==> run_1/zoom.png <==
Region (39, 76) to (69, 106) µm. Cells in grey, sequential cells in the stronger grey; small squares are vias.
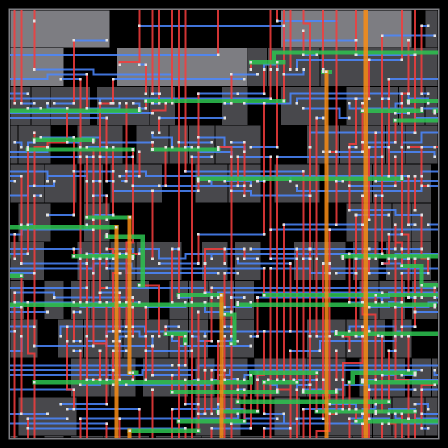
==> run_1/final_congestion.png <==
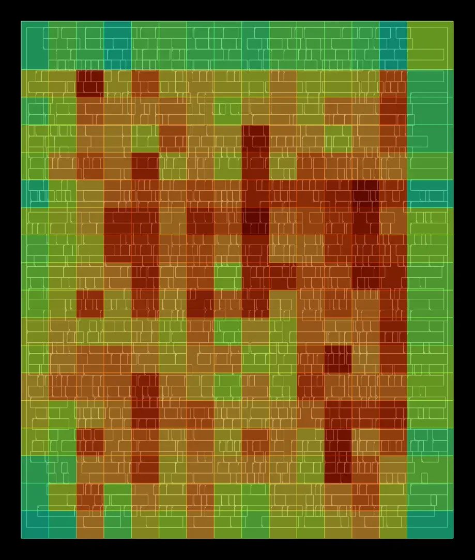
==> run_1/met1.png <==
(3 px per µm) Supply wires on this layer in grey.
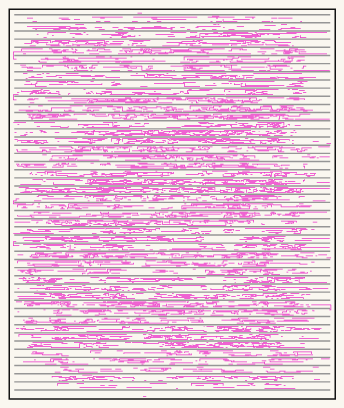
$ cat src/rtl/booth_mul_seq.sv
// booth_mul_seq: iterative radix-4 Booth multiplier.
// Accepts one signed operand pair over a valid/ready handshake, adds one
// Booth partial product per clock into a 2*WIDTH accumulator and presents
// the signed product over a second valid/ready handshake.
module booth_mul_seq #(
    parameter int WIDTH = 16
) (
    input  logic               clk,
    input  logic               rst_n,
    input  logic               in_valid,
    output logic               in_ready,
    input  logic [WIDTH-1:0]   A,
    input  logic [WIDTH-1:0]   B,
    output logic               out_valid,
    input  logic               out_ready,
    output logic [2*WIDTH-1:0] mul,
    output logic               busy
);

    localparam int PW    = 2 * WIDTH;
    localparam int STEPS = WIDTH / 2;
    localparam int SW    = (STEPS > 1) ? $clog2(STEPS) : 1;

    // Odd or tiny widths would leave the top Booth digit malformed.
    if ((WIDTH % 2) != 0 || WIDTH < 4) begin : g_bad_width
        $error("booth_mul_seq: WIDTH must be even and >= 4");
    end

    typedef enum logic [1:0] {
        S_IDLE = 2'd0,
        S_RUN  = 2'd1,
        S_DONE = 2'd2
    } state_t;

    state_t          state;
    logic [SW-1:0]   step;
    logic [PW-1:0]   acc;
    // Multiplicand pre-shifted by 2*step so each partial product is
    // already aligned when it reaches the adder.
    logic [PW-1:0]   mcand;
    // {B,1'b0} shifted right by two per step; bits [2:0] are the current
    // Booth triple {B[2i+1], B[2i], B[2i-1]}.
    logic [WIDTH:0]  mplier;

    logic [PW-1:0]   mcand_x2;
    logic [PW-1:0]   pp;
    logic [PW-1:0]   sum;
    logic            last_step;

    // Handshake flags decode straight from state, never from in_valid/out_ready.
    assign in_ready = (state == S_IDLE);
    assign busy     = (state != S_IDLE);

    // Booth digit selection and the accumulator adder for the current step.
    always_comb begin
        // NOTE: every combinational output gets a default first so no path
        // through the case leaves it unassigned (which would infer a latch).
        pp       = '0;
        mcand_x2 = {mcand[PW-2:0], 1'b0};
        case (mplier[2:0])
            3'b001, 3'b010: pp = mcand;
            3'b011:         pp = mcand_x2;
            3'b100:         pp = -mcand_x2;
            3'b101, 3'b110: pp = -mcand;
            default:        pp = '0;
        endcase
        sum       = acc + pp;
        last_step = (step == SW'(STEPS - 1));
    end

    // Sequencer: IDLE accepts operands, RUN accumulates one digit per
    // cycle, DONE holds the product until the consumer takes it.
    always_ff @(posedge clk or negedge rst_n) begin
        // NOTE: the operand registers are reset too, so a reset mid-RUN
        // leaves nothing from the discarded product behind.
        if (!rst_n) begin
            state     <= S_IDLE;
            step      <= '0;
            acc       <= '0;
            mcand     <= '0;
            mplier    <= '0;
            mul       <= '0;
            out_valid <= 1'b0;
        end else begin
            // NOTE: non-blocking assignments so every register samples the
            // pre-edge values, independent of statement order.
            case (state)
                S_IDLE: begin
                    if (in_valid && in_ready) begin
                        mcand  <= {{WIDTH{A[WIDTH-1]}}, A};
                        mplier <= {B, 1'b0};
                        acc    <= '0;
                        step   <= '0;
                        state  <= S_RUN;
                    end
                end
                S_RUN: begin
                    acc    <= sum;
                    mcand  <= {mcand[PW-3:0], 2'b00};
                    mplier <= {2'b00, mplier[WIDTH:2]};
                    step   <= step + SW'(1);
                    if (last_step) begin
                        mul       <= sum;
                        out_valid <= 1'b1;
                        state     <= S_DONE;
                    end
                end
                S_DONE: begin
                    if (out_valid && out_ready) begin
                        out_valid <= 1'b0;
                        state     <= S_IDLE;
                    end
                end
                default: begin
                    state     <= S_IDLE;
                    out_valid <= 1'b0;
                end
            endcase
        end
    end

endmodule

$ cat config.mk
export PLATFORM = sky130hd
export DESIGN_NAME = booth_mul_seq
export DESIGN_NICKNAME = d
export VERILOG_FILES = /design/src/rtl/booth_mul_seq.sv
export SDC_FILE = /design/constraint.sdc
export NUM_CORES = 1
export LEC_CHECK = 0
export ABC_AREA = 0
export CORE_ASPECT_RATIO = 1.2
export CORE_UTILIZATION = 64
export CTS_CLUSTER_DIAMETER = 50
export DETAILED_ROUTE_END_ITERATION = 16
export MAX_ROUTING_LAYER = met4
export PLACE_DENSITY_LB_ADDON = 0.1
export RECOVER_POWER = 100
export SLEW_MARGIN = 40
export SYNTH_ARGS = -nofsm -noshare
export SYNTH_HDL_FRONTEND = slang
export SYNTH_SLANG_ARGS = --single-unit
$ cat constraint.sdc
create_clock -name clk -period 6.92 [get_ports clk]
set_input_delay 0.692 -clock clk [delete_from_list [all_inputs] [get_ports clk]]
set_output_delay 0.692 -clock clk [all_outputs]
set_load 0.02 [all_outputs]
==> results.sh, run 1 <==
# flow metrics
export IMPL_layout_nonclk_buf_share_pct=7.825
export IMPL_ys_top_logic_family="AND-OR/OR-AND gates"
export IMPL_vdd_drop_max_mv=0.3562
export IMPL_fin_cells=1232
export IMPL_post_route_cell_area_um2=9882
export IMPL_dp_hpwl_um=15530
export IMPL_worst_setup_path_end_kind="flip-flop"
export IMPL_seq_share_pct=30.15
export IMPL_grt_ovfl_total=0
export IMPL_cp_arrival_ps=5950
export IMPL_nMultiInputCombCells=817
export IMPL_cts_resized_gates=0
export IMPL_crit_type="in -> reg"
export IMPL_regArea_um2=2979
export IMPL_slew_viol_final=278
export IMPL_power_mw=5.975
export IMPL_sh_comb_area_pct=53.18
export IMPL_route_met3_wl_um=1529
export IMPL_buffers=81
export IMPL_insertion_delay_ps=430
export IMPL_combPwrFrac_pct=61.5
export IMPL_flops=119
export IMPL_placed_cell_area_um2=9324
export IMPL_final_comb_area_um2=5255
export IMPL_rrSetupSlack_ps=1480
export IMPL_final_hold_viol_count=0
export IMPL_routed_wire_length_per_instance_um=18.43
export IMPL_min_from="mul[17]$_DFFE_PN0P_"
export IMPL_wl_met1_um=9335
export IMPL_clockRootBuffer="clkbuf_16"
export IMPL_grt_setup_unrepaired="no"
export IMPL_cts_tree="done"
export IMPL_synth_edff_count=0
export IMPL_synth_cell_types=70
export IMPL_powerDensity_nw_per_um2=604.6
export IMPL_syn_avg_cell_area_um2=8.323
export IMPL_violations="max-capacitance violations, max-slew violations"
export IMPL_chipWidth_um=108.2
export IMPL_finalClockPeriodUsage_pct=80.91
export IMPL_clkSinkCount=119
export IMPL_simple_gate_area_share_pct=20.89
export IMPL_place_gp_congestion=0.9887
export IMPL_tap_cells=168
export IMPL_pin_count=71
export IMPL_slew_headroom_pct=-120.0
export IMPL_seq_power_share_pct=23.3
export IMPL_n_fill_cell=1012
export IMPL_min_period_ps=5599
export IMPL_yosysTopAreaCell="dfrtp_1"
export IMPL_numCtsBuffers=17
export IMPL_initCoreUtil_pct=65.67
export IMPL_yosysChipArea_um2=8656
export IMPL_antennaDiodeCount=0
export IMPL_min_to="mul[17]$_DFFE_PN0P_"
export IMPL_max_freq_ghz=0.1786
export IMPL_dp_cells=1200
export IMPL_row_count=46
export IMPL_grt_max_degree=65
export IMPL_p_leak_nw=4.335
export IMPL_h_tree_depth=4
export IMPL_lay_top_cells="nand2_1, dfrtp_1, o21ai_0"
export IMPL_cp_endpoint="acc[18]$_DFFE_PN0P_"
export IMPL_flop_cell="dfrtp_1"
export IMPL_switching_share_pct=48.57
export IMPL_ys_flops=119
export IMPL_startpoint_type="input port"
export IMPL_yosys_cells=1040
export IMPL_vias_per_cell=6.517
export IMPL_dominant_cells="combinational gates"
export IMPL_muxShareOfSynthArea_pct=2.298
export IMPL_ant_nets=0
export IMPL_dieArea_um2=14000
export IMPL_core_area_um2=13180
export IMPL_io_buffers=70
export IMPL_drt_iter0_drc=705
export IMPL_top_cells_by_area="dfrtp_1, nand2_1, o21ai_0, ha_1, a21oi_1"
export IMPL_nClkBuffers=20
export IMPL_grt_pass1_vias=7417
export IMPL_worst_slew_pin_transition_ps=3300
export IMPL_tns_ps=0
export IMPL_warnings=26
export IMPL_grt_pass1_wl_um=37230
export IMPL_internal_power_mw=3.073
export IMPL_ys_sh_adder_pct=5.146
export IMPL_status="finished, violations left"
export IMPL_cts_hold_fix_buffers=0
export IMPL_timing_rr_start="state[0]$_DFFE_PN0P_"
export IMPL_ys_seq_share_pct=34.40
export IMPL_drc=0
export IMPL_route_met2_wl_um=10880
export IMPL_syn_cell_area_um2=8656
export IMPL_xor_share_pct=6.273
export IMPL_hold_depth=2
export IMPL_finalSetupViolCount=0
export IMPL_clockBufferDepth=2
export IMPL_cp_required_ps=7270
export IMPL_cap_violations=5
export IMPL_top_layer_used="met4"
export IMPL_yosysWarnings=0
export IMPL_async_reset_ff_share_pct=100.0
export IMPL_p_switching_mw=2.902
export IMPL_postCtsSetupBuffers=0
export IMPL_clk_pin_slew_ps=60
export IMPL_synth_compound_area_share_pct=26.31
export IMPL_grtUsageMet2_pct=55.41
Notes on zoom.png above:
colour	layer
orange	met4
red	met2
green	met3
blue	met1
sequential cells in the window	3
most frequent	nand2_1 (12)
cells with their middle in the window	86
netlist names of flops here include	`mcand` (2), `mplier` (1)

Notes on final_congestion.png above:
met1 Track Usage GR: 43.31%
M3 GR Usage: 6.087%
all-layer global routing usage: 35.13%

Notes on met1.png above:
wire length on this layer	9340 µm
longest straight run	36.8 µm
nets with wire on the layer	1040
vias: 8029
Post-Route WL: 22700 µm

-- run 1: through the flow --
stage	setup WS [ps]	utilization [%]	hold WS [ps]
after global placement	2092	70.68	460.1
final	1321	74.98	466.7
after CTS	2089	75.36	374.3
after global routing	825.8	74.98	497.9
after detailed placement	2137	70.74	467.3
after floorplan	2763	-	396.4
-- run 1: cells in the mapped netlist, types with 4 or more instances --
cell type / count
a21o_1: 18
a32o_1: 5
nand2b_1: 13
nand2_1: 161
and3b_1: 27
o211ai_1: 8
o31ai_1: 8
mux2_2: 7
nor2_1: 50
buf_1: 7
or4_1: 7
nor3_1: 13
dfrtp_1: 119
mux2i_1: 12
nand4_1: 4
and2_1: 8
o21a_1: 9
o21ai_0: 110
ha_1: 34
a221o_1: 20
a21oi_1: 76
o22ai_1: 13
a22o_1: 6
or2_2: 4
o221ai_1: 7
and3_1: 9
nand3_1: 11
clkbuf_1: 75
a221oi_1: 15
or3_1: 7
o21bai_1: 6
a32oi_1: 4
xor2_1: 27
inv_1: 13
nor2b_1: 10
buf_2: 6
xnor2_1: 35
a31oi_1: 17
nand3b_1: 6
-- run 1: critical path, stage by stage --
cell and delay [ps]:
dlygate4sd3_1 530, clkbuf_1 470, o21bai_1 1960, clkbuf_1 1760
a221oi_1 330, nand3_1 180
-- run 1: power groups by stage --
stage | Clock (mW) | Sequential, mW | Combinational (mW)
2_1_floorplan | 0 | 1.25 | 2.83
3_3_place_gp | 0 | 1.39 | 3.56
4_1_cts | 0.918 | 1.39 | 3.68
3_5_place_dp | 0 | 1.40 | 3.64
5_1_grt | 0.951 | 1.44 | 4.04
6_report | 0.909 | 1.39 | 3.68
-- run 1: sequential cells by signal, summed over array words and instances, names as in the netlist --
register / flops
mul: 32
mplier: 17
mcand: 32
step: 3
out_valid: 1
state: 2
acc: 32
==> run 1 -> run 2 <==
- CORE_UTILIZATION: 64 -> 60
- clock period: 6.92 -> 5.62 ns (I/O delays scaled with it)
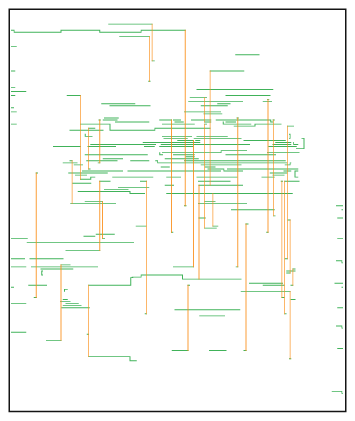
(run_2/metal_stack.png)
(3 px per µm) Two of the layers only.
colour	layer	wire length
orange	met4	891 µm
green	met3	1530 µm
per-cell routed wire length: 18.16 µm
vias: 7982
all-layer global routing usage: 32.20%
Post-Route WL: 22530 µm

==> results.sh, run 2 <==
# flow metrics
export IMPL_wl_met1_um=9291
export IMPL_flop_cell="dfrtp_1"
export IMPL_violations="design-rule violations, max-capacitance violations, max-slew violations"
export IMPL_warnings=26
export IMPL_syn_avg_cell_area_um2=8.323
export IMPL_synth_cell_types=70
export IMPL_syn_cell_area_um2=8656
export IMPL_xor_share_pct=6.273
export IMPL_synth_compound_area_share_pct=26.31
export IMPL_powerDensity_nw_per_um2=733.4
export IMPL_row_count=47
export IMPL_synth_edff_count=0
export IMPL_fin_ws_ps=657.7
export IMPL_place_gp_congestion=0.9629
export IMPL_min_to="mul[8]$_DFFE_PN0P_"
export IMPL_vias_per_cell=6.432
export IMPL_use_met3_pct=6.324
export IMPL_ys_sh_adder_pct=5.146
export IMPL_dp_cells=1209
export IMPL_syn_nets=1111
export IMPL_grtUsageMet2_pct=51.07
export IMPL_clk_pin_slew_ps=60
export IMPL_cts_hold_fix_buffers=0
export IMPL_power_mw=7.263
export IMPL_grt_max_degree=69
export IMPL_chipWidth_um=111.6
export IMPL_grt_use_met1_pct=38.99
export IMPL_yosysTopAreaCell="dfrtp_1"
export IMPL_startpoint_type="flip-flop"
export IMPL_cp_arrival_ps=5200
export IMPL_ant_nets=0
export IMPL_yosysChipArea_um2=8656
export IMPL_clkSinkCount=119
export IMPL_ys_top_logic_family="AND-OR/OR-AND gates"
export IMPL_grt_pass1_wl_um=36870
export IMPL_worst_setup_path_end_kind="flip-flop"
export IMPL_clockRootBuffer="clkbuf_16"
export IMPL_async_reset_ff_share_pct=100.0
export IMPL_fin_cells=1241
export IMPL_simple_gate_area_share_pct=20.89
export IMPL_ys_seq_share_pct=34.40
export IMPL_finalSetupViolCount=0
export IMPL_p_leak_nw=4.355
export IMPL_tns_ps=0
export IMPL_route_met3_wl_um=1534
export IMPL_min_period_ps=4962
export IMPL_top_layer_used="met4"
export IMPL_insertion_delay_ps=430
export IMPL_lay_top_cells="nand2_1, dfrtp_1, o21ai_0"
export IMPL_cts_tree="done"
export IMPL_grt_pass1_vias=7412
export IMPL_dieArea_um2=14910
export IMPL_max_freq_ghz=0.2015
export IMPL_dp_hpwl_um=15310
export IMPL_cap_violations=5
export IMPL_antennaDiodeCount=0
export IMPL_synthTopCellsByCount="nand2_1, dfrtp_1, o21ai_0, a21oi_1, clkbuf_1"
export IMPL_whs_ps=468.8
export IMPL_ys_flops=119
export IMPL_postCtsSetupBuffers=0
export IMPL_placed_cell_area_um2=9375
export IMPL_core_area_um2=13940
export IMPL_rrSetupSlack_ps=660
export IMPL_clockBufferDepth=2
export IMPL_muxShareOfSynthArea_pct=2.298
export IMPL_top_cells_by_area="dfrtp_1, nand2_1, o21ai_0, ha_1, a21oi_1"
export IMPL_most_common_cell="nand2_1"
export IMPL_n_fill_cell=1110
export IMPL_slew_headroom_pct=-142.0
export IMPL_worst_slew_pin_transition_ps=3630
export IMPL_slew_viol_final=283
export IMPL_pin_count=71
export IMPL_drt_iter0_drc=595
export IMPL_vdd_drop_max_mv=0.5235
export IMPL_status="finished, violations left"
export IMPL_fin_util_pct=71.05
export IMPL_drc=3
export IMPL_final_hold_viol_count=0
export IMPL_min_from="mul[8]$_DFFE_PN0P_"
export IMPL_yosysWarnings=0
export IMPL_grt_setup_unrepaired="no"
export IMPL_top_regs="acc x32, mcand x32, mul x32"
export IMPL_crit_type="reg -> reg"
export IMPL_post_place_ws_ps=930.9
export IMPL_route_met2_wl_um=10810
export IMPL_finalClockPeriodUsage_pct=88.30
export IMPL_timing_rr_start="mcand[9]$_DFFE_PN0P_"
export IMPL_regArea_um2=2978
export IMPL_h_tree_depth=4
export IMPL_grt_ovfl_total=0
export IMPL_yosys_cells=1040
[run 2: report_power, final]
group	internal [mW]	switching, mW	total (mW)
logic	1.83	2.69	4.52
registers	1.25	0.432	1.68
clock network	0.634	0.425	1.06
total	3.72	3.55	7.26
[run 2: kinds of logic after synthesis]
logic type               after synthesis
AND-OR/OR-AND                        352
AND/OR/NAND/NOR                      349
flip-flops                           119
buffers and inverters                104
XOR/XNOR                              62
adder cells (fa/ha/maj)               35
multiplexers                          19
[run 2: critical path, stage by stage, from the launching register on]
cell and delay, ps:
dfrtp_1 500, or4_1 610, nor3_1 330, nand2_1 170, or3_1 370, nand2_1 100
xnor2_1 80, a221oi_1 300, a31oi_1 90, ha_1 450, a21oi_1 100, o21ai_0 290
o21ai_0 150, a31oi_1 340, o21ai_0 280, o21ai_0 340, xnor2_1 170, o21ai_0 90
[run 2: worst max-delay path by stage]
| stage | from | end | cells after the start |
|---|---|---|---|
| final | mcand[9]$_DFFE_PN0P_ | mul[28]$_DFFE_PN0P_ | 17 |
| after global routing | mcand[9]$_DFFE_PN0P_ | mul[30]$_DFFE_PN0P_ | 17 |
| after CTS | mcand[0]$_DFFE_PN0P_ | mul[30]$_DFFE_PN0P_ | 17 |
| after detailed placement | mcand[9]$_DFFE_PN0P_ | mul[30]$_DFFE_PN0P_ | 17 |
| after global placement | mcand[9]$_DFFE_PN0P_ | mul[30]$_DFFE_PN0P_ | 17 |
| after floorplan | mcand[3]$_DFFE_PN0P_ | acc[24]$_DFFE_PN0P_ | 19 |
[run 2: final cells by class]
class                           count  share of cell area (%)
Timing Repair Buffer               87                   8.137
Tap cell                          171                   2.161
Clock buffer                       19                   4.574
Sequential cell                   119                   30.07
Clock inverter                     13                   1.238
Inverter                           15                  0.5686
Multi-Input combinational cell    817                   53.25
No activity file was given, so power comes from the tool's default toggle rates.
